File: config.mk
export PLATFORM = sky130hd
export DESIGN_NAME = data_mem_arbiter_flat
export DESIGN_NICKNAME = d
export VERILOG_FILES = /design/src/rtl/data_mem_arbiter_if.sv /design/src/rtl/data_mem_arbiter.sv /design/src/flat_wrapper.sv
export SDC_FILE = /design/constraint.sdc
export NUM_CORES = 1
export LEC_CHECK = 0
export CAP_MARGIN = 20
export CORE_MARGIN = 4
export CORE_UTILIZATION = 36
export DETAILED_ROUTE_END_ITERATION = 10
export GPL_TIMING_DRIVEN = 1
export PLACE_DENSITY = 0.86
export REMOVE_ABC_BUFFERS = 1
export SLEW_MARGIN = 15
export SYNTH_ARGS = -nofsm -noshare
export SYNTH_HDL_FRONTEND = slang
export SYNTH_SLANG_ARGS = --single-unit
File: constraint.sdc
create_clock -name clk -period 3.7 [get_ports clk]
set_clock_uncertainty 0.05 [all_clocks]
set_input_delay 0.74 -clock clk [delete_from_list [all_inputs] [get_ports clk]]
set_output_delay 0.74 -clock clk [all_outputs]
set_load 0.1 [all_outputs]
File: src/rtl/data_mem_arbiter_if.sv
// Bundle of the core load/store port, the host burst port and the data memory
// port shared by data_mem_arbiter and whatever sits around it.
interface data_mem_arbiter_if #(
  parameter int ADDR_W = 5,
  parameter int DATA_W = 8,
  parameter int LEN_W  = 3
);
  // Handshake: a requester holds *_req (and its fields) while it wants the memory;
  // *_gnt high in the same cycle means that access happened this cycle. A request
  // without a grant is simply retried on a later cycle; nothing is queued.
  logic              core_req;
  logic              core_we;
  logic [ADDR_W-1:0] core_addr;
  logic [DATA_W-1:0] core_wdata;
  logic              core_gnt;
  logic              core_stall;
  logic [DATA_W-1:0] core_rdata;

  logic              host_req;
  logic              host_we;
  logic [ADDR_W-1:0] host_addr;
  logic [LEN_W-1:0]  host_len;
  logic [DATA_W-1:0] host_wdata;
  logic              host_gnt;
  logic              host_last;
  logic [DATA_W-1:0] host_rdata;

  logic              mem_we;
  logic [ADDR_W-1:0] mem_read_addr;
  logic [ADDR_W-1:0] mem_write_addr;
  logic [DATA_W-1:0] mem_write_data;
  logic [DATA_W-1:0] mem_read_data;

  modport master (
    output core_req, core_we, core_addr, core_wdata,
    input  core_gnt, core_stall, core_rdata,
    output host_req, host_we, host_addr, host_len, host_wdata,
    input  host_gnt, host_last, host_rdata,
    input  mem_we, mem_read_addr, mem_write_addr, mem_write_data,
    output mem_read_data
  );

  modport slave (
    input  core_req, core_we, core_addr, core_wdata,
    output core_gnt, core_stall, core_rdata,
    input  host_req, host_we, host_addr, host_len, host_wdata,
    output host_gnt, host_last, host_rdata,
    output mem_we, mem_read_addr, mem_write_addr, mem_write_data,
    input  mem_read_data
  );
endinterface

File: src/rtl/data_mem_arbiter.sv
// Shares one single-port data memory between the core (single accesses) and a
// host port (non-preemptible bursts), round-robin when both ask in IDLE.
module data_mem_arbiter #(
  parameter int ADDR_W = 5,
  parameter int DATA_W = 8,
  parameter int LEN_W  = 3
) (
  input  logic                clk,
  input  logic                rst,
  data_mem_arbiter_if.slave   bus,
  output logic                dbg_state
);

  typedef enum logic {ST_IDLE = 1'b0, ST_BURST = 1'b1} state_e;

  state_e            state_q, state_d;
  logic              last_grant_q, last_grant_d;
  logic [LEN_W-1:0]  beat_cnt_q, beat_cnt_d;
  logic [LEN_W-1:0]  burst_len_q, burst_len_d;
  logic [ADDR_W-1:0] base_addr_q, base_addr_d;

  logic              core_win;
  logic              host_win;
  logic              in_burst;
  logic [ADDR_W-1:0] burst_addr;
  logic [ADDR_W-1:0] mem_addr;

  assign dbg_state = state_q;

  // State register
  always_ff @(posedge clk) begin
    if (rst) begin
      state_q      <= ST_IDLE;
      last_grant_q <= 1'b1;
      beat_cnt_q   <= '0;
      burst_len_q  <= '0;
      base_addr_q  <= '0;
    end else begin
      state_q      <= state_d;
      last_grant_q <= last_grant_d;
      beat_cnt_q   <= beat_cnt_d;
      burst_len_q  <= burst_len_d;
      base_addr_q  <= base_addr_d;
    end
  end

  // Next-state logic
  always_comb begin
    state_d      = state_q;
    last_grant_d = last_grant_q;
    beat_cnt_d   = beat_cnt_q;
    burst_len_d  = burst_len_q;
    base_addr_d  = base_addr_q;
    if (core_win) begin
      last_grant_d = 1'b0;
    end else if (host_win) begin
      last_grant_d = 1'b1;
      base_addr_d  = bus.host_addr;
      burst_len_d  = bus.host_len;
      if (bus.host_len != '0) begin
        beat_cnt_d = LEN_W'(1);
        state_d    = ST_BURST;
      end
    end else if (in_burst) begin
      if (beat_cnt_q == burst_len_q) begin
        beat_cnt_d = '0;
        state_d    = ST_IDLE;
      end else begin
        beat_cnt_d = beat_cnt_q + LEN_W'(1);
      end
    end
  end

  // Output logic: arbitration decision and memory port steering
  always_comb begin
    core_win = 1'b0;
    host_win = 1'b0;
    in_burst = 1'b0;
    if (!rst) begin
      if (state_q == ST_IDLE) begin
        // The requester that did not win last time takes a contended cycle.
        core_win = bus.core_req & (~bus.host_req | last_grant_q);
        host_win = bus.host_req & (~bus.core_req | ~last_grant_q);
      end else begin
        in_burst = 1'b1;
      end
    end

    burst_addr = base_addr_q + ADDR_W'(beat_cnt_q);

    bus.core_gnt   = core_win;
    bus.core_stall = bus.core_req & ~core_win;
    bus.core_rdata = bus.mem_read_data;
    bus.host_gnt   = host_win | in_burst;
    bus.host_last  = (host_win & (bus.host_len == '0)) |
                     (in_burst & (beat_cnt_q == burst_len_q));
    bus.host_rdata = bus.mem_read_data;

    bus.mem_we         = 1'b0;
    mem_addr           = '0;
    bus.mem_write_data = '0;
    if (core_win) begin
      bus.mem_we         = bus.core_we;
      mem_addr           = bus.core_addr;
      bus.mem_write_data = bus.core_wdata;
    end else if (host_win) begin
      bus.mem_we         = bus.host_we;
      mem_addr           = bus.host_addr;
      bus.mem_write_data = bus.host_wdata;
    end else if (in_burst) begin
      bus.mem_we         = bus.host_we;
      mem_addr           = burst_addr;
      bus.mem_write_data = bus.host_wdata;
    end
    bus.mem_read_addr  = mem_addr;
    bus.mem_write_addr = mem_addr;
  end

endmodule

File: src/flat_wrapper.sv
// flat-port wrapper written by rule: the top's interface ports become plain ports
module data_mem_arbiter_flat 
#(
  parameter int ADDR_W = 5,
  parameter int DATA_W = 8,
  parameter int LEN_W  = 3
)
  (clk, rst, dbg_state, bus_core_req, bus_core_we, bus_core_addr, bus_core_wdata, bus_core_gnt, bus_core_stall, bus_core_rdata, bus_host_req, bus_host_we, bus_host_addr, bus_host_len, bus_host_wdata, bus_host_gnt, bus_host_last, bus_host_rdata, bus_mem_we, bus_mem_read_addr, bus_mem_write_addr, bus_mem_write_data, bus_mem_read_data);
  data_mem_arbiter_if #(.ADDR_W(ADDR_W), .DATA_W(DATA_W), .LEN_W(LEN_W)) bus_i ();
  input  logic clk;
  input  logic rst;
  output logic dbg_state;
  input wire logic [$bits(bus_i.core_req)-1:0] bus_core_req;
  input wire logic [$bits(bus_i.core_we)-1:0] bus_core_we;
  input wire logic [$bits(bus_i.core_addr)-1:0] bus_core_addr;
  input wire logic [$bits(bus_i.core_wdata)-1:0] bus_core_wdata;
  output wire logic [$bits(bus_i.core_gnt)-1:0] bus_core_gnt;
  output wire logic [$bits(bus_i.core_stall)-1:0] bus_core_stall;
  output wire logic [$bits(bus_i.core_rdata)-1:0] bus_core_rdata;
  input wire logic [$bits(bus_i.host_req)-1:0] bus_host_req;
  input wire logic [$bits(bus_i.host_we)-1:0] bus_host_we;
  input wire logic [$bits(bus_i.host_addr)-1:0] bus_host_addr;
  input wire logic [$bits(bus_i.host_len)-1:0] bus_host_len;
  input wire logic [$bits(bus_i.host_wdata)-1:0] bus_host_wdata;
  output wire logic [$bits(bus_i.host_gnt)-1:0] bus_host_gnt;
  output wire logic [$bits(bus_i.host_last)-1:0] bus_host_last;
  output wire logic [$bits(bus_i.host_rdata)-1:0] bus_host_rdata;
  output wire logic [$bits(bus_i.mem_we)-1:0] bus_mem_we;
  output wire logic [$bits(bus_i.mem_read_addr)-1:0] bus_mem_read_addr;
  output wire logic [$bits(bus_i.mem_write_addr)-1:0] bus_mem_write_addr;
  output wire logic [$bits(bus_i.mem_write_data)-1:0] bus_mem_write_data;
  input wire logic [$bits(bus_i.mem_read_data)-1:0] bus_mem_read_data;
  assign bus_i.core_req = bus_core_req;
  assign bus_i.core_we = bus_core_we;
  assign bus_i.core_addr = bus_core_addr;
  assign bus_i.core_wdata = bus_core_wdata;
  assign bus_core_gnt = bus_i.core_gnt;
  assign bus_core_stall = bus_i.core_stall;
  assign bus_core_rdata = bus_i.core_rdata;
  assign bus_i.host_req = bus_host_req;
  assign bus_i.host_we = bus_host_we;
  assign bus_i.host_addr = bus_host_addr;
  assign bus_i.host_len = bus_host_len;
  assign bus_i.host_wdata = bus_host_wdata;
  assign bus_host_gnt = bus_i.host_gnt;
  assign bus_host_last = bus_i.host_last;
  assign bus_host_rdata = bus_i.host_rdata;
  assign bus_mem_we = bus_i.mem_we;
  assign bus_mem_read_addr = bus_i.mem_read_addr;
  assign bus_mem_write_addr = bus_i.mem_write_addr;
  assign bus_mem_write_data = bus_i.mem_write_data;
  assign bus_i.mem_read_data = bus_mem_read_data;
  data_mem_arbiter #(.ADDR_W(ADDR_W), .DATA_W(DATA_W), .LEN_W(LEN_W)) u_core (.clk(clk), .rst(rst), .bus(bus_i), .dbg_state(dbg_state));
endmodule
### Clock nets, run 1

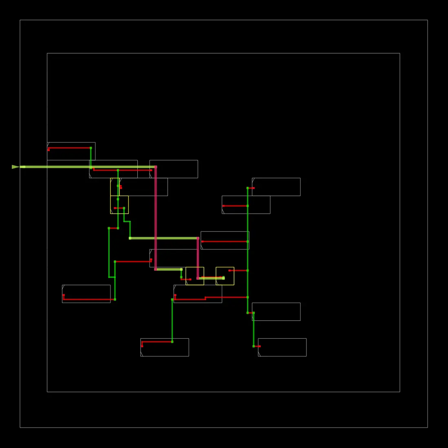
flip-flops: 13
Clock group: 90.4 uW
clkbuf count: 4
worst skew pair latency: 0.28 ns

### Floorplan with the power grid, run 1

(6 px per micron) Pins as bars on the die edge. Tap cells in grey.
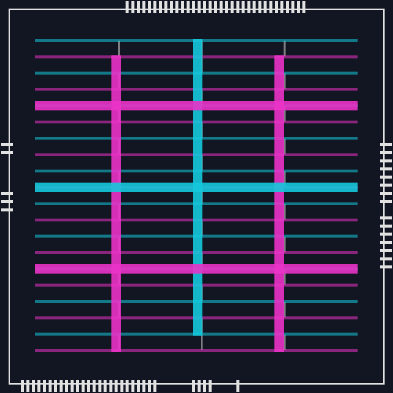
magenta -> VSS
cyan -> VDD
met4 straps = 3
rows = 19
signal pins = 83
tap cells = 31

### Sequential cells grouped by signal name, run 1

(8 px per micron) Other sequential cells in the stronger grey, the rest of the logic in the fainter grey.
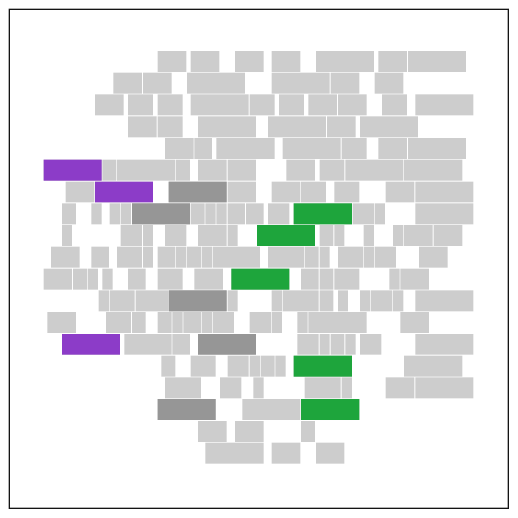
purple -> `u_core.burst_len_q`  # placed flops 3
green -> `u_core.base_addr_q`  # placed flops 5
not coloured = 5
Register Area: 260 sq um
Seq area share: 0.148
P_seq: 154 uW
utilization after layout: 0.634

==> impl_metrics.env, run 1 <==
# implementation run metrics
export IMPL_critPathLaunchType="input port"
export IMPL_placed_area_sq_mm=0.00174
export IMPL_ff_type="dfxtp_1"
export IMPL_max_stage_delay_ns=0.53
export IMPL_place_gp_congestion=0.750
export IMPL_yosys_area_share_aoi=0.258
export IMPL_route_vias_total=1058
export IMPL_crit_path_max_fanout=12
export IMPL_netlist_area_sq_mm=0.00106
export IMPL_fin_crit_ns=3.34
export IMPL_ys_seq_share=0.246
export IMPL_viasPerCell=5.21
export IMPL_outcome="finished, final reports clean"
export IMPL_dp_hpwl_mm=2.57
export IMPL_drt_met1_wl_mm=1.18
export IMPL_drt_wl_total_mm=3.14
export IMPL_placementRows=19
export IMPL_ys_sh_mux=0
export IMPL_ys_seq_elements=13
export IMPL_warning_count=25
export IMPL_yosysMostFrequentCell="nand2_1"
export IMPL_grt_pass1_vias=1048
export IMPL_post_cts_buffers=0
export IMPL_h_tree_depth=1
export IMPL_worstSetupEndpoint="bus_mem_write_data[7]"
export IMPL_root_buffer="clkbuf_4"
export IMPL_drv_slew=0
export IMPL_finish_instance_area_sq_mm=0.00176
export IMPL_ios=83
export IMPL_relSlewSlack=0.351
export IMPL_numCtsBuffers=3
export IMPL_synth_simple_area_share=0.174
export IMPL_cts_hold_buf=0
export IMPL_fin_hold_ws_ns=0.422
export IMPL_holdPathEnd="u_core.burst_len_q[1]"
export IMPL_logic_area_sq_um=579
export IMPL_ys_sh_xor=0.0497
export IMPL_wl_per_cell_microns=15.4
export IMPL_dr_pass1_iters=4
export IMPL_netlist_area_leader_share=0.246
export IMPL_nNetsFinal=221
export IMPL_synthArstFlopShare=0
export IMPL_cp_top_family="AND-OR/OR-AND gates"
export IMPL_drc=0
## run 1: cell type report
cell class	count	share of cell area
Clock buffer	4	0.0149
Tap cell	31	0.0220
Multi-Input combinational cell	87	0.328
Sequential cell	13	0.148
Inverter	7	0.0149
Timing Repair Buffer	61	0.472
## run 1: cells by family (layout without fill, tap and decap cells)
kind of cell / count (synthesis) / after routing
xor+xnor: 6 / 6
fa+ha+maj: 5 / 5
simple gates: 40 / 40
compound gates: 36 / 36
flops: 13 / 13
buf+inv: 33 / 72
## run 1: stage by stage
stage / instances / utilization / setup slack, ns
floorplan: 107 / - / -1.31
global placement: 199 / 0.625 / 0.415
detailed placement: 199 / 0.625 / 0.389
CTS: 203 / 0.634 / 0.382
global route: 203 / 0.634 / 0.254
finish: 203 / 0.634 / 0.365
## run 1: cells in the final DEF (no fill, tap or decap), types with 2 or more instances in the layout
| cell type | n |
|---|---|
| inv_1 | 6 |
| xor2_1 | 3 |
| dfxtp_1 | 13 |
| nor2b_1 | 3 |
| ha_1 | 4 |
| buf_12 | 23 |
| o21ai_1 | 3 |
| xnor2_1 | 3 |
| o21ai_0 | 2 |
| buf_4 | 3 |
| a22o_1 | 9 |
| clkbuf_4 | 3 |
| nand2_1 | 26 |
| clkdlybuf4s50_1 | 35 |
| nand3_1 | 2 |
| a21oi_1 | 8 |
| nor2_1 | 2 |
| o211ai_1 | 5 |
## run 1: sequential cells by signal, summed over array words and instances, names as in the netlist
name	cells
u_core.last_grant_q	1
u_core.dbg_state	1
u_core.base_addr_q	5
u_core.beat_cnt_q	3
u_core.burst_len_q	3
## run 1: report_power, final
part	switching, mW	internal [mW]	total, mW
clock network	0.0485	0.0418	0.0904
registers	0.00708	0.147	0.154
logic	0.210	0.130	0.340
total	0.265	0.319	0.585
==> inputs of run 2 (changes only) <==
--- a/config.mk
+++ b/config.mk
@@ -12,6 +12,7 @@
 export GPL_TIMING_DRIVEN = 1
 export PLACE_DENSITY = 0.86
 export REMOVE_ABC_BUFFERS = 1
+export SKIP_LAST_GASP = 1
 export SLEW_MARGIN = 15
 export SYNTH_ARGS = -nofsm -noshare
 export SYNTH_HDL_FRONTEND = slang
### Signal wires by layer, run 2

(8 px per micron)
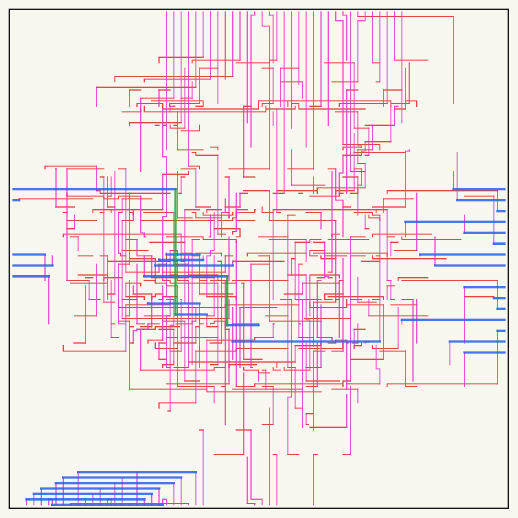
blue -> metal 3  # wire length 282 microns
red -> metal 1  # wire length 1180 microns
magenta -> metal 2  # wire length 1650 microns
green -> metal 4  # wire length 21.8 microns
WL/cell: 15.4 microns
Post-Route WL: 3.14 mm
GR Util All Layers: 0.158
Vias: 1058

### Floorplan with the power grid, run 2

(6 px per micron) Pins as bars on the die edge. Tap cells in grey.
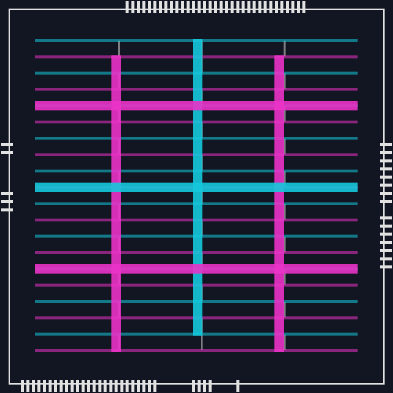
cyan -> VDD
magenta -> VSS
met1 rails = 20
signal pins = 83

==> run 2 against run 1 <==
Compared with the run above: sequential power barely moved; largest power group unchanged; global-route usage did not move; critical endpoint unchanged; utilization did not move; register-to-register slack barely moved; via count did not move; power did not move; clock power barely moved.
==> impl_metrics.env, run 2 <==
# implementation run metrics
export IMPL_viasPerCell=5.21
export IMPL_ios=83
export IMPL_numCtsBuffers=3
export IMPL_layout_top_cell="clkdlybuf4s50_1"
export IMPL_internal_power_uw=319
export IMPL_root_buffer="clkbuf_4"
export IMPL_reg_largest_list="u_core.base_addr_q (5), u_core.beat_cnt_q (3), u_core.burst_len_q (3)"
export IMPL_crit_path_max_fanout=12
export IMPL_yosysMostFrequentCell="nand2_1"
export IMPL_post_cts_buffers=0
export IMPL_lay_top_cells="clkdlybuf4s50_1, nand2_1, buf_12"
export IMPL_ys_seq_elements=13
export IMPL_ys_seq_share=0.246
export IMPL_power_switching_uw=265
export IMPL_dp_hpwl_mm=2.57
export IMPL_nNetsFinal=221
export IMPL_finish_instance_area_sq_mm=0.00176
export IMPL_p_seq_frac=0.264
export IMPL_yosys_area_share_aoi=0.258
export IMPL_warning_count=25
export IMPL_drt_met1_wl_mm=1.18
export IMPL_critPathLaunchType="input port"
export IMPL_insertion_delay_ns=0.28
export IMPL_place_gp_congestion=0.750
export IMPL_synthArstFlopShare=0
export IMPL_outcome="finished, final reports clean"
export IMPL_ys_sh_mux=0
export IMPL_combPwrFrac=0.582
export IMPL_holdPathEnd="u_core.burst_len_q[1]"
export IMPL_relSlewSlack=0.351
export IMPL_placementRows=19
export IMPL_cts_hold_buf=0
### Local utilization, run 2

(6 px per micron) The die is cut into 6 by 6 equal tiles; white is low, dark blue is high, 0 to 100% covered.
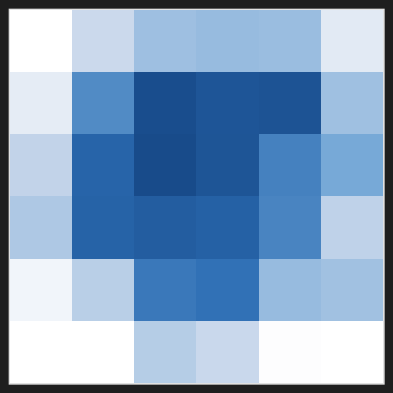
nearly empty tiles = 14%
emptiest ninth of the die = bottom left
fullest tile = 89%
mean over tiles = 45%
densest ninth of the die = middle
FP Util: 0.380
core area: 0.00278 sq mm

## run 2: worst max path at each step
stage,endpoint,slack (ns),cells past startpoint,from
5_1_grt,bus_mem_write_data[7],0.25,5,bus_host_req
4_1_cts,bus_mem_write_addr[1],0.38,6,bus_host_req
3_5_place_dp,bus_mem_write_addr[1],0.39,6,bus_host_req
6_report,bus_mem_write_data[7],0.36,5,bus_host_req
3_3_place_gp,bus_mem_read_addr[4],0.41,6,bus_host_req
2_1_floorplan,bus_mem_read_addr[2],-1.31,2,u_core.dbg_state
## run 2: power by group through the flow
stage | logic (mW) | clock network, mW | registers (mW)
6_report | 0.340 | 0.0904 | 0.154
4_1_cts | 0.341 | 0.0915 | 0.154
3_5_place_dp | 0.340 | 0 | 0.157
2_1_floorplan | 0.191 | 0 | 0.160
5_1_grt | 0.351 | 0.101 | 0.155
3_3_place_gp | 0.336 | 0 | 0.157
## run 2: routing by layer
metal | track usage | vias up
li1 | - | 521
met1 | 0.184 | 477
met2 | 0.269 | 56
met3 | 0.0667 | 4
met4 | 0.0271 | 0
met5 | 0 | -
## run 2: critical path, delay by kind of cell
family,cells,cell delay [ns]
AOI/OAI and AO/OA,3,1.09
buffers and inverters,2,0.71
## run 2: cell type report
cell class                 instances  area (sq um)  share of cell area
inverter                           7          26.3              0.0149
tap                               31          38.8              0.0220
clock buffer                       4          26.3              0.0149
multi-input combinational         87           579               0.328
timing repair buffer              61           833               0.472
sequential                        13           260               0.148
## run 2: per-stage QoR
stage / instances / setup slack (ns) / hold slack [ns] / setup TNS (ns)
after floorplan: 107 / -1.31 / 0.385 / -17.32
after global placement: 199 / 0.415 / 0.397 / 0
after detailed placement: 199 / 0.389 / 0.415 / 0
after CTS: 203 / 0.382 / 0.427 / 0
after global routing: 203 / 0.254 / 0.451 / 0
final: 203 / 0.365 / 0.422 / 0
==> inputs of run 3 (changes only) <==
--- a/config.mk
+++ b/config.mk
@@ -7,10 +7,11 @@
 export LEC_CHECK = 0
 export CAP_MARGIN = 20
 export CORE_MARGIN = 4
-export CORE_UTILIZATION = 36
+export CORE_UTILIZATION = 60
 export DETAILED_ROUTE_END_ITERATION = 10
+export DONT_BUFFER_PORTS = 1
 export GPL_TIMING_DRIVEN = 1
-export PLACE_DENSITY = 0.86
+export PLACE_DENSITY = 0.76
 export REMOVE_ABC_BUFFERS = 1
 export SKIP_LAST_GASP = 1
 export SLEW_MARGIN = 15
### Signal wires by layer, run 3

(10 px per micron)
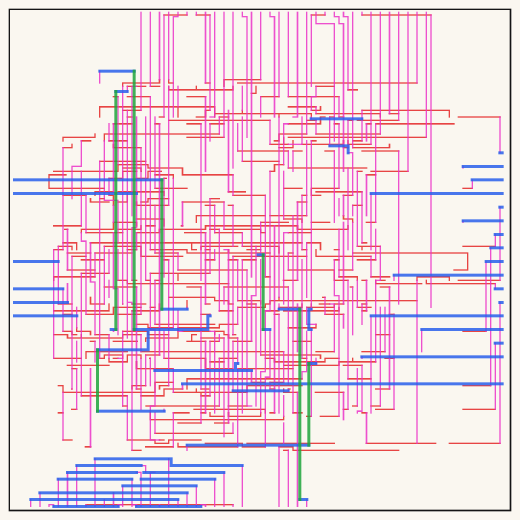
blue -> metal 3  # wire length 329 microns
green -> metal 4  # wire length 103 microns
magenta -> metal 2  # wire length 1750 microns
red -> metal 1  # wire length 1060 microns

### Sequential cells grouped by signal name, run 3

(10 px per micron) Other sequential cells in the stronger grey, the rest of the logic in the fainter grey.
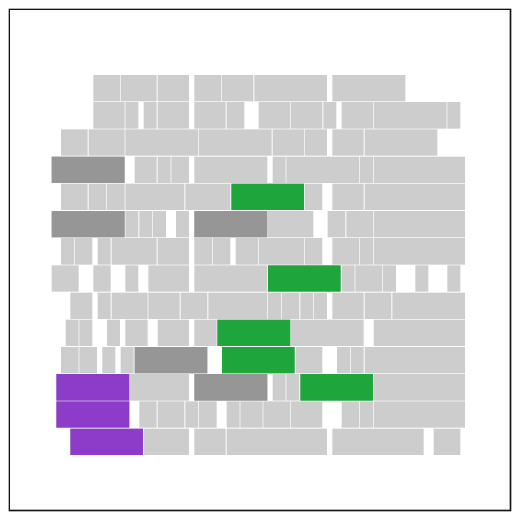
green -> `u_core.base_addr_q`  # placed flops 5
purple -> `u_core.burst_len_q`  # placed flops 3

==> run 3 against run 2 <==
Compared with the run above: routed wire length rose by 3.5%; register-to-register slack improved by 0.05 ns; synthesized cell count did not move; sequential share of layout area rose by 3.5 points; synthesized area did not move; first-iteration DRC count fell by 54%; critical endpoint is now bus_mem_write_addr[4]; highest routed layer unchanged; maximum frequency fell by 1.6%; clock power rose by 5.0%; cell area fell by 19%; utilization rose by 27 points.
==> impl_metrics.env, run 3 <==
# implementation run metrics
export IMPL_outcome="finished, final reports clean"
export IMPL_grt_usage=0.263
export IMPL_route_vias_total=1021
export IMPL_numCtsBuffers=3
export IMPL_root_buffer="clkbuf_4"
export IMPL_place_gp_congestion=0.889
export IMPL_wl_per_cell_microns=21.3
export IMPL_logic_area_sq_um=596
export IMPL_insertion_delay_ns=0.30
export IMPL_drt_wl_total_mm=3.25
export IMPL_fin_cells=152
export IMPL_viasPerCell=6.72
export IMPL_seq_share=0.183
export IMPL_post_cts_buffers=0
export IMPL_num_multi_input_gates=87
export IMPL_largestClassByArea="logic gates"
export IMPL_nNonClkBuffers=25
export IMPL_ys_seq_share=0.246
export IMPL_reg_largest_list="u_core.base_addr_q (5), u_core.beat_cnt_q (3), u_core.burst_len_q (3)"
export IMPL_sh_comb_area=0.418
export IMPL_nNetsFinal=185
export IMPL_placedCellCount=148
export IMPL_cts_hold_buf=0
export IMPL_tap_cells=16
export IMPL_ys_seq_elements=13
export IMPL_crit_path_max_fanout=5
export IMPL_ios=83
export IMPL_inv_count=7
export IMPL_placementRows=14
export IMPL_flop_area_sq_um=260
export IMPL_lay_top_cells="nand2_1, dfxtp_1, buf_12"
export IMPL_nClkBuffers=3
### Floorplan with the power grid, run 3

(8 px per micron) Pins as bars on the die edge. Tap cells in grey.
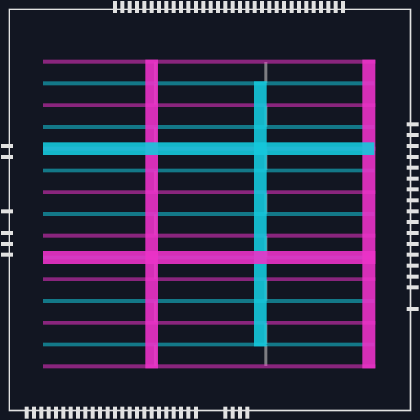
cyan -> VDD
magenta -> VSS
met5 straps = 2
rows = 14
met1 rails = 15
Die X: 50.0 microns
VDD IR max: 0.351 mV
Die Span Y: 50.0 microns

==> run 3: path summary, 6_finish.rpt <==
kind	from	to	slack, ns	cells after the start
worst max-delay path	u_core.beat_cnt_q[0]	bus_mem_write_addr[4]	0.31	8
worst max register to register	u_core.dbg_state	u_core.beat_cnt_q[0]	1.98	5
worst min-delay path	u_core.burst_len_q[1]	u_core.burst_len_q[1]	0.43	2
worst min register to register	u_core.burst_len_q[1]	u_core.burst_len_q[1]	0.43	2
==> run 3: layer usage <==
layer  track usage  routed length (microns)  share of wire
met4         0.143                      103          0.032
met5             0                        0              0
met3         0.127                      328           0.10
met1         0.240                     1060           0.33
met2         0.471                     1750           0.54
==> run 3: metrics by stage <==
stage	worst slack, ns	hold WS, ns	area, sq um
final	0.310	0.427	1430
after floorplan	-1.31	0.385	866
after global placement	0.808	0.395	1400
after CTS	0.330	0.428	1430
after detailed placement	0.657	0.407	1400
after global routing	0.216	0.434	1430
==> run 3: cells by family (layout without fill, tap and decap cells) <==
| family | count (synthesis) | in the layout | share of synthesized area |
|---|---|---|---|
| AND/OR/NAND/NOR | 40 | 40 | 0.174 |
| AND-OR/OR-AND | 36 | 36 | 0.258 |
| buffers and inverters | 33 | 36 | 0.206 |
| flip-flops | 13 | 13 | 0.246 |
| XOR/XNOR | 6 | 6 | 0.0497 |
| adder cells (fa/ha/maj) | 5 | 5 | 0.0663 |
==> run 3: where the power goes <==
group / internal (mW) / switching (mW)
logic: 0.101 / 0.204
clock network: 0.0404 / 0.0545
registers: 0.147 / 0.00691
==> run 3: critical path: cells and delay by family, from the launching register on <==
family | cells | cell delay [ns]
xor gates and xnor gates | 1 | 0.15
and+or+nand+nor | 1 | 0.13
DFF | 1 | 0.46
buffers and inverters | 2 | 0.38
AOI/OAI and AO/OA | 2 | 0.53
adders and majority gates | 2 | 0.67
Power and IR drop assume default switching activity.
